`config.mk`:
```
export PLATFORM = sky130hd
export DESIGN_NAME = seg_scroll_ctrl
export DESIGN_NICKNAME = d
export VERILOG_FILES = /design/src/rtl/seg_scroll_ctrl.sv
export SDC_FILE = /design/constraint.sdc
export NUM_CORES = 1
export LEC_CHECK = 0
export ABC_AREA = 1
export CAP_MARGIN = 20
export CORE_MARGIN = 10
export CORE_UTILIZATION = 30
export CTS_CLUSTER_SIZE = 30
export DETAILED_ROUTE_END_ITERATION = 8
export GPL_TIMING_DRIVEN = 1
export RECOVER_POWER = 50
export SYNTH_ARGS = -nofsm -noshare
export SYNTH_HDL_FRONTEND = slang
export SYNTH_SLANG_ARGS = --single-unit
```
`constraint.sdc`:
```
create_clock -name clk_i -period 10 [get_ports clk_i]
set_input_delay 2 -clock clk_i [delete_from_list [all_inputs] [get_ports clk_i]]
set_output_delay 2 -clock clk_i [all_outputs]
set_load 0.005 [all_outputs]
```
`src/rtl/seg_scroll_ctrl.sv`:
```
// Scrolling-text controller for a multi-digit 7-segment display.
// Holds a message of 6-bit character codes and presents a NUM_DIGITS-wide window
// that moves right-to-left over the message plus a trailing blank gap. The window
// repeats until scrolling is stopped.
module seg_scroll_ctrl #(
    parameter int unsigned NUM_DIGITS = 6,
    parameter int unsigned MSG_DEPTH  = 32,
    parameter int unsigned TICK_DIV   = 25000000
) (
    input  logic                    clk_i,
    input  logic                    rst_i,
    input  logic                    wr_valid_i,
    output logic                    wr_ready_o,
    input  logic [5:0]              wr_char_i,
    input  logic                    wr_last_i,
    input  logic                    start_i,
    input  logic                    stop_i,
    output logic                    busy_o,
    output logic                    done_o,
    output logic [6*NUM_DIGITS-1:0] chars_o
);

    // pos/len width; AW adds one bit so L = len + NUM_DIGITS and pos + k never overflow
    localparam int unsigned PW = $clog2(MSG_DEPTH + NUM_DIGITS);
    localparam int unsigned AW = PW + 1;
    localparam int unsigned BW = (MSG_DEPTH > 1) ? $clog2(MSG_DEPTH) : 1;
    localparam int unsigned TW = (TICK_DIV > 1) ? $clog2(TICK_DIV) : 1;

    localparam logic [PW-1:0] LEN_MAX    = PW'(MSG_DEPTH);
    localparam logic [TW-1:0] TICK_LAST  = TW'(TICK_DIV - 1);
    localparam logic [AW-1:0] DIGITS_EXT = AW'(NUM_DIGITS);
    localparam logic [5:0]    CHAR_BLANK = 6'd36;

    typedef enum logic [1:0] {StIdle, StLoad, StReady, StScroll} state_t;

    state_t        r_state;
    logic [PW-1:0] r_len;
    logic [PW-1:0] r_pos;
    logic [TW-1:0] r_tick;
    logic          r_busy;
    logic          r_done;
    logic [5:0]    r_chars [NUM_DIGITS];
    logic [5:0]    r_buf   [MSG_DEPTH];

    logic          w_wr_ready;
    logic          w_accept;
    logic          w_start;
    logic [PW-1:0] w_len_next;
    logic          w_fill_done;
    logic [BW-1:0] w_wr_idx;
    logic [AW-1:0] w_len_ext;
    logic [AW-1:0] w_pos_ext;
    logic [AW-1:0] w_l;
    logic          w_pos_last;
    logic [AW-1:0] w_idx [NUM_DIGITS];
    logic [5:0]    w_win [NUM_DIGITS];

    // Write handshake, next-length and scroll-geometry helpers
    always_comb begin
        w_wr_ready  = (r_state != StScroll) && (r_len < LEN_MAX);
        w_accept    = wr_valid_i && w_wr_ready;
        // Stop always beats start
        w_start     = start_i && !stop_i;
        // A beat in IDLE/READY begins a fresh message; in LOAD it appends
        w_len_next  = (r_state == StLoad) ? (r_len + PW'(1)) : PW'(1);
        w_fill_done = wr_last_i || (w_len_next == LEN_MAX);
        w_wr_idx    = (r_state == StLoad) ? r_len[BW-1:0] : '0;
        w_len_ext   = {1'b0, r_len};
        w_pos_ext   = {1'b0, r_pos};
        w_l         = w_len_ext + DIGITS_EXT;
        w_pos_last  = (w_pos_ext == (w_l - AW'(1)));
    end

    // Window lookup: V[(pos+k) mod L], where V is the message followed by blanks
    always_comb begin
        for (int k = 0; k < NUM_DIGITS; k++) begin
            w_idx[k] = w_pos_ext + AW'(k);
            // pos + k < 2L, so one conditional subtract is a full modulo
            if (w_idx[k] >= w_l) begin
                w_idx[k] = w_idx[k] - w_l;
            end
            w_win[k] = (w_idx[k] < w_len_ext) ? r_buf[w_idx[k][BW-1:0]] : CHAR_BLANK;
        end
    end

    // Message storage; no reset needed because len=0 marks it empty
    always_ff @(posedge clk_i) begin
        if (w_accept) begin
            r_buf[w_wr_idx] <= wr_char_i;
        end
    end

    // Control FSM with registered busy/done/window outputs
    always_ff @(posedge clk_i or posedge rst_i) begin
        if (rst_i) begin
            r_state <= StIdle;
            r_len   <= '0;
            r_pos   <= '0;
            r_tick  <= '0;
            r_busy  <= 1'b0;
            r_done  <= 1'b0;
            for (int k = 0; k < NUM_DIGITS; k++) begin
                r_chars[k] <= CHAR_BLANK;
            end
        end else begin
            r_done <= 1'b0;

            // Window follows pos one cycle later; blank outside scrolling and on stop
            for (int k = 0; k < NUM_DIGITS; k++) begin
                r_chars[k] <= (r_state == StScroll && !stop_i) ? w_win[k] : CHAR_BLANK;
            end

            case (r_state)
                StIdle, StLoad: begin
                    if (w_accept) begin
                        r_len   <= w_len_next;
                        r_state <= w_fill_done ? StReady : StLoad;
                    end
                end
                StReady: begin
                    // A write takes precedence over start
                    if (w_accept) begin
                        r_len   <= w_len_next;
                        r_state <= w_fill_done ? StReady : StLoad;
                    end else if (w_start) begin
                        r_state <= StScroll;
                        r_busy  <= 1'b1;
                        r_pos   <= '0;
                        r_tick  <= '0;
                    end
                end
                StScroll: begin
                    if (stop_i) begin
                        r_state <= StReady;
                        r_busy  <= 1'b0;
                    end else if (start_i) begin
                        r_pos  <= '0;
                        r_tick <= '0;
                    end else if (r_tick == TICK_LAST) begin
                        r_tick <= '0;
                        if (w_pos_last) begin
                            r_pos  <= '0;
                            r_done <= 1'b1;
                        end else begin
                            r_pos <= r_pos + PW'(1);
                        end
                    end else begin
                        r_tick <= r_tick + TW'(1);
                    end
                end
                default: begin
                    r_state <= StIdle;
                    r_busy  <= 1'b0;
                end
            endcase
        end
    end

    // Pack digit 0 into the most significant slice
    always_comb begin
        chars_o = '0;
        for (int k = 0; k < NUM_DIGITS; k++) begin
            chars_o[6*(NUM_DIGITS-1-k) +: 6] = r_chars[k];
        end
    end

    assign wr_ready_o = w_wr_ready;
    assign busy_o     = r_busy;
    assign done_o     = r_done;

endmodule

```
Fig. 1: signal wires on met3
Scale bar: 100 um.
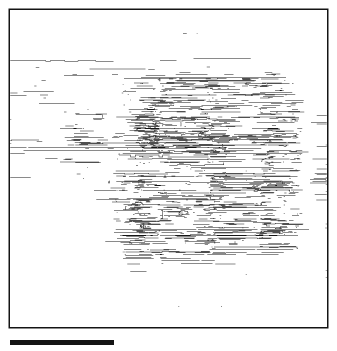
- main direction: horizontal
- nets with wire on the layer: 425

Fig. 2: where the registers sit
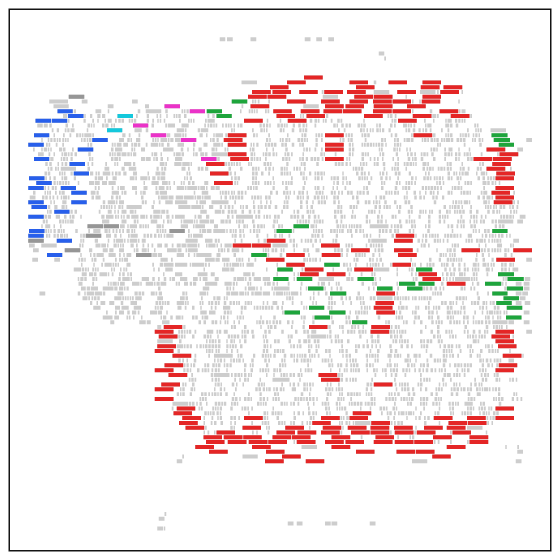
- cyan: r_state (sequential cells 2)
- red: r_buf (sequential cells 192)
- green: chars_o (sequential cells 36)
- magenta: r_len (sequential cells 6)
- blue: r_tick (sequential cells 25)
- not coloured: 8

Fig. 3: metal 2
Cells faint in the background.
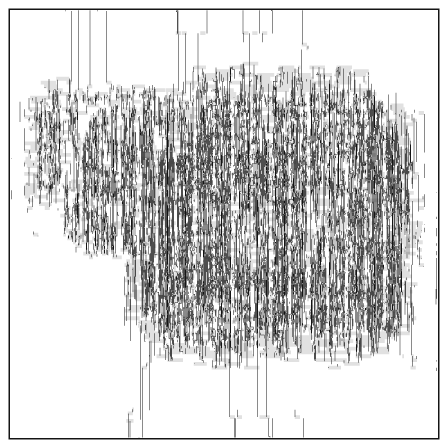
- share of all routed wire: 41%
- nets with wire on the layer: 2567

==> qor.yml <==
status: "finished with violations"
violations: "max-capacitance violations, max-slew violations"
sh_comb_area_pct: 55.7
buffers: 98
fin_cells: 4762
max_stage_delay_ps: 750
worstSetupEndpoint: "chars_o[16]$_DFF_PP0_"
track_usage_pct: 22.2
logic_area_sq_um: 14800
htreeDepth: 1
drcViolationCount: 0
first_pass_iters: 8
cts_made_buffers: 31
placedCellCount: 4700
sh_seq_area_pct: 29.0
cap_violations: 7
crit_start: "r_pos[1]$_DFFE_PP0P_"
place_ws_ps: 4220
overflow: 0
root_buffer: "clkbuf_16"
largest_class: "logic gates"
leakagePower_nw: 11.8
antenna_left: 0
clock_area_share_pct: 3.80
edf_count: 192
num_antenna_cells: 0
die_x_um: 306
area_growth_pct: 8.21
power.total_mw: 7.78
worstHoldEndpoint: "r_tick[18]$_DFFE_PP0P_"
die-area_sq_um: 93800
numSynthFlops: 269
gp_congestion: 0.965
drive_above_1_share_pct: 5.62
syn_area_sq_um: 24600
grt_pass1_wl_um: 161000
ys_cells: 3780
tightest_slew_ps: 3510
nonClkBufAreaFrac_pct: 3.36
ff_type: "edfxtp_1"
finalSetupTns_ps: 0
ys_seq_share_pct: 31.4
r2r_start: "r_pos[1]$_DFFE_PP0P_"
flops: 269
cp_slowest_cell: "dfrtp_1"
clk_transition_reported_paths_ps: 60
synth.distinct_cells: 53
finalHoldViolCount: 0
hold_class: "reg2reg"
cts_setup_buffers: 0
cp_max_fo: 25
setup_viol: 0
path_depth: 25
critPathRequiredTime_ps: 10560
period_minus_slack_ps: 5940
numClockSinks: 269
logic_gates: 3050
crit_type: "reg2reg"
worst_slack_ps: 4060
grt_max_degree: 102
synth_nets: 3876
fin_area_sq_um: 26600
timing.final.max_slew_violations: 254
fin_nets: 3773
crit_path_end_kind: "flop"
wire_per_inst_um: 23.0
r2r-end: "chars_o[16]$_DFF_PP0_"
port_buffers: 50
fin_crit_sh_pct: 59.4
powerDensity_nw_per_um2: 293
cts-resized-gates: 0
hold_depth: 1
dpl.hpwl_um: 72500
clockBufferCount: 39
clock_skew_ps: 25.7
antenna_found_initial: 4
nNonClkInverters: 227
postCtsHoldBufs: 0
worstSetupStartpointType: "flop"
ios: 51
wl_um: 110000
ys_async_sr_fraction_pct: 28.6
fillers: 8717
cts_tree: "done"
coreArea_sq_um: 80900
die_h_um: 306
timing.fmax_ghz: 0.168
relSlewSlack_pct: -134
clk_path_buf_depth: 3
warnings: 43
peakVddDrop_uv: 306
vias: 27400
placementRows: 104
drtIter0Drc: 4285
min-delay-start: "r_tick[18]$_DFFE_PP0P_"
dpl-instance-area_sq_um: 25500
arrival_ps: 6500
initial_utilization_pct: 30.4
synthCells: 3780
syn_avg_cell_area_sq_um: 6.50
critPathTopFamily: "simple AND/OR/NAND/NOR gates"
crit_top_cell: "nand2_1"
yosys_area_sq_um: 24600
tapCellCount: 1060
hold_ws_ps: 494
fin_util_pct: 32.9
yosys_warnings: 0
viasPerCell: 5.76
rsz0062_at_grt: "false"
clk_latency_ps: 630
rr_worst_depth: 25
## cell usage in the layout, fill, tap and decap left out, types with 8 or more instances in the layout
cell type,count
nand2_2,14
o21ai_2,15
nand4_1,13
ha_1,80
buf_4,35
nor2_1,126
edfxtp_1,192
o21ai_0,40
inv_1,204
dfrtp_1,65
clkdlybuf4s50_1,41
o21ai_4,15
xor2_1,16
nand2_1,1420
clkinv_2,8
xnor2_1,16
nor3_1,20
inv_2,21
clkbuf_16,31
nand3_1,1071
dlygate4sd3_1,9
clkbuf_1,15
nand2_4,16
dfstp_2,12
o211ai_1,38
a21oi_1,67
## sequential cells by signal (all words and copies together), names as in the netlist
register  cells
chars_o      36
r_tick       25
r_state       2
busy_o        1
done_o        1
r_len         6
r_pos         6
r_buf       192
## power breakdown
part           leakage [nW]  switching [mW]  internal (mW)
Sequential             2.71          0.0931           1.28
Combinational          8.58            3.70           1.55
Clock                 0.498           0.503          0.656
Total                  11.8            4.30           3.48
## synthesized netlist by cell type (all sizes together), types with 38 or more instances
cell type,n,area (sq um)
nand2,1452,5580
nand3,1078,5450
inv,226,848
buf,195,1230
edfxtp,192,5770
nor2,132,515
ha,80,1000
o21ai,75,495
a21oi,70,362
dfrtp,65,1630
clkbuf,39,146
o211ai,38,285
## cell families after synthesis
logic type / share of synthesized area (%)
XOR/XNOR: 1.14
AND/OR/NAND/NOR: 48.4
buffers and inverters: 9.09
adder cells (fa/ha/maj): 4.40
AND-OR/OR-AND: 5.64
flip-flops: 31.4
## routing by layer
layer / vias up / track usage, % / routed length [um]
met5: - / 0 / 38
met4: 6 / 12.3 / 7490
met3: 430 / 5.30 / 13700
met2: 1930 / 32.8 / 45400
met1: 12600 / 29.5 / 43000
li1: 12400 / - / -
Power figures rest on the tool's default switching activity, not on a simulated workload.
